### Clock routing

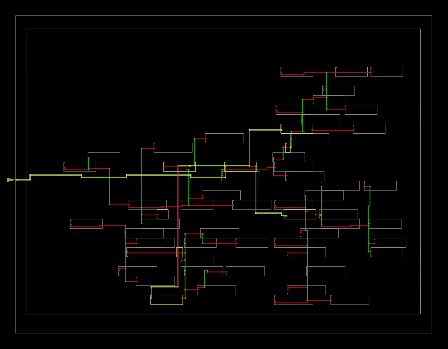
### I/O pins on the die edge

Pins as bars across the die edge, other pins in grey.
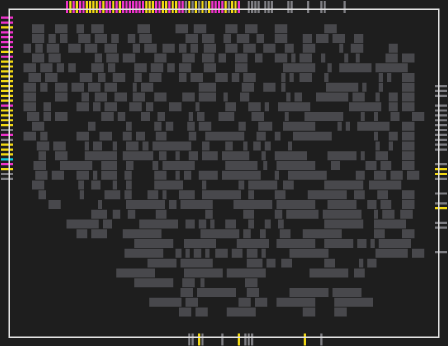
==> config.mk <==
export PLATFORM = sky130hd
export DESIGN_NAME = useq_engine
export DESIGN_NICKNAME = d
export VERILOG_FILES = /design/src/rtl/useq_pkg.sv /design/src/rtl/useq_stack.sv /design/src/rtl/useq_engine.sv
export SDC_FILE = /design/constraint.sdc
export NUM_CORES = 1
export LEC_CHECK = 0
export CELL_PAD_IN_SITES_DETAIL_PLACEMENT = 1
export CELL_PAD_IN_SITES_GLOBAL_PLACEMENT = 1
export CORE_ASPECT_RATIO = 0.75
export CORE_MARGIN = 3
export CORE_UTILIZATION = 30
export DETAILED_ROUTE_END_ITERATION = 7
export GPL_ROUTABILITY_DRIVEN = 0
export GPL_TIMING_DRIVEN = 0
export PLACE_DENSITY_LB_ADDON = 0.3
export SYNTH_ARGS = -nofsm -noshare
export SYNTH_HDL_FRONTEND = slang
export SYNTH_SLANG_ARGS = --single-unit
==> constraint.sdc <==
create_clock -name clk -period 6 [get_ports clk]
set_input_delay 1.5 -clock clk [delete_from_list [all_inputs] [get_ports clk]]
set_output_delay 1.5 -clock clk [all_outputs]
set_load 0.02 [all_outputs]
==> results.txt <==
Reports from this run.

- The net switching power is roughly 670 µW.
- Buffers inserted during clock tree synthesis total 5.
- By instance count, the cell type seen most on the critical path is sky130_fd_sc_hd__clkdlybuf4s50_1.
- The total of fill cells in the finished design reads approximately 1000.
- The number of core rows is 30.
- Gates resized during post-CTS repair numbered 0.
- The number of global-route vias before repair reads 2635.
- The I/O pin count is between 100 and 150.
- The total count of max-transition violations in the final report is 0.
- The kind of end point of the critical path reads an output port.
- The total of endpoints with negative setup slack in the final report is 0.
- The iteration tally of the first detailed-router pass is 4.
- The number of instances in the synthesized netlist is between 200 and 250.
- The global routing usage on met3 reads between 5 and 6%.
- Per the detail_route report, the via count comes to about 2400.
- The run finished with clean final reports.
- The number of maximum-capacitance violations is 0.
- The later-pin clock latency in the skew report reads 0.29 ns.
- The final cell count without fillers reads between 500 and 600.
- The register bit total from synthesis is ~52.
- The internal power of the cells is 1.11 mW.
- The switching share of power reads between 30 and 40%.
- The power share of the combinational group is 51.3%.
- The area growth from synthesis to final layout is 55.7%.
- The clock network fraction of design power reads ~16%.
- The classification of the worst-slack hold path is flip-flop to flip-flop.
- The Yosys warning count is 0.
- The routed design shows a wire length per standard cell of about 18 µm.
- The number of setup buffers added after CTS is 0.
- The global routing report lists combined usage of all routing layers as 16.7%.
- Clock tree synthesis selected as its root buffer the cell sky130_fd_sc_hd__clkbuf_16.
- The power density over cell area is 398 nW/µm².
- The chip area is approximately 11000 µm².
- The clock transition at the registers of the reported paths is about 0.07 ns.
- TritonCTS built the clock tree.
- The layout summary lists the proportion of cells stronger than drive strength 1 as between 10 and 15%.
- The number of cells on the worst reg-to-reg path is 7.
- The core outline area reads ~9200 µm².
- The post-synthesis average cell area is about 12 µm².
Back to the opening pictures, 'Clock routing':
clock buffer instance count of the final layout: 5
final setup skew: 0.00323 ns

Back to the opening pictures, 'I/O pins on the die edge':
Magenta shows ctrl_out, pins 35, direction output, edge 25 top, 10 left. Cyan shows err, pins 1, direction output, edge left. Yellow shows ustore_data, pins 48, direction input, edge 23 top, 19 left, 3 right, 3 bottom.
All pins by edge: 66 top, 34 left, 23 right, 11 bottom.
Port Buffers: 130
chip height: 90.9 µm
horizontal extent of the die: 119 µm

final cells by class:
class	instances	area, µm²	area share, %
Clock buffer	5	125	2.79
Timing Repair Buffer	130	1300	29.0
Sequential cell	52	1460	32.6
Buffer	20	128	2.85
Inverter	7	28.8	0.642
Clock inverter	3	17.5	0.391
Multi-Input combinational cell	168	1260	28.2
Tap cell	128	160	3.57
tightest hold or removal path, cell delays in order, from the launching register on:
cell	delay, ns
sky130_fd_sc_hd__dfrtp_1	0.37
sky130_fd_sc_hd__nand2_1	0.06
sky130_fd_sc_hd__nand2_1	0.05
metrics by stage:
step	instance area [µm²]	setup WS (ns)
2_1_floorplan	2880	1.83
3_3_place_gp	4340	0.888
3_5_place_dp	4340	0.883
4_1_cts	4490	0.874
5_1_grt	4490	0.762
6_report	4490	0.912
cell usage after synthesis (3+ instances only):
cell type / count / area share [%]
sky130_fd_sc_hd__nor2_1: 7 / 0.91
sky130_fd_sc_hd__mux4_2: 8 / 6.3
sky130_fd_sc_hd__a21o_1: 3 / 0.78
sky130_fd_sc_hd__nor2b_1: 3 / 0.65
sky130_fd_sc_hd__buf_4: 13 / 3.4
sky130_fd_sc_hd__ha_1: 6 / 2.6
sky130_fd_sc_hd__nand3_1: 6 / 1.0
sky130_fd_sc_hd__buf_2: 3 / 0.52
sky130_fd_sc_hd__nand2_1: 35 / 4.6
sky130_fd_sc_hd__a31oi_1: 3 / 0.65
sky130_fd_sc_hd__inv_1: 6 / 0.78
sky130_fd_sc_hd__dfrtp_1: 20 / 17
sky130_fd_sc_hd__a22o_1: 5 / 1.5
sky130_fd_sc_hd__edfxtp_1: 32 / 33
sky130_fd_sc_hd__nand2b_1: 5 / 1.1
sky130_fd_sc_hd__clkbuf_1: 4 / 0.52
sky130_fd_sc_hd__a22oi_1: 6 / 1.6
sky130_fd_sc_hd__o22a_1: 6 / 1.8
sky130_fd_sc_hd__xnor2_1: 7 / 2.1
sky130_fd_sc_hd__and2_1: 41 / 8.9
cell families (layout without fill, tap and decap cells):
group,after synthesis,in the layout,synth area share [%]
adders and majority gates,6,6,2.61
DFF,52,52,50.7
buffers and inverters,27,165,5.43
muxes,11,11,7.56
xor gates and xnor gates,9,9,2.74
AOI/OAI and AO/OA,38,38,11.4
and+or+nand+nor,104,104,19.5
power by group through the flow:
stage | Sequential, mW | Combinational, mW | Clock, mW
finish | 0.585 | 0.917 | 0.284
global placement | 0.590 | 0.890 | 0
global route | 0.600 | 0.985 | 0.307
floorplan | 0.638 | 0.474 | 0
detailed placement | 0.592 | 0.924 | 0
CTS | 0.586 | 0.928 | 0.290
routing by layer:
| metal | share of wire, % | routed length, µm |
|---|---|---|
| met5 | 0 | 0 |
| met4 | 0.37 | 34 |
| met3 | 7.7 | 704 |
| met2 | 50 | 4560 |
| met1 | 42 | 3800 |
Power and IR drop assume default switching activity.
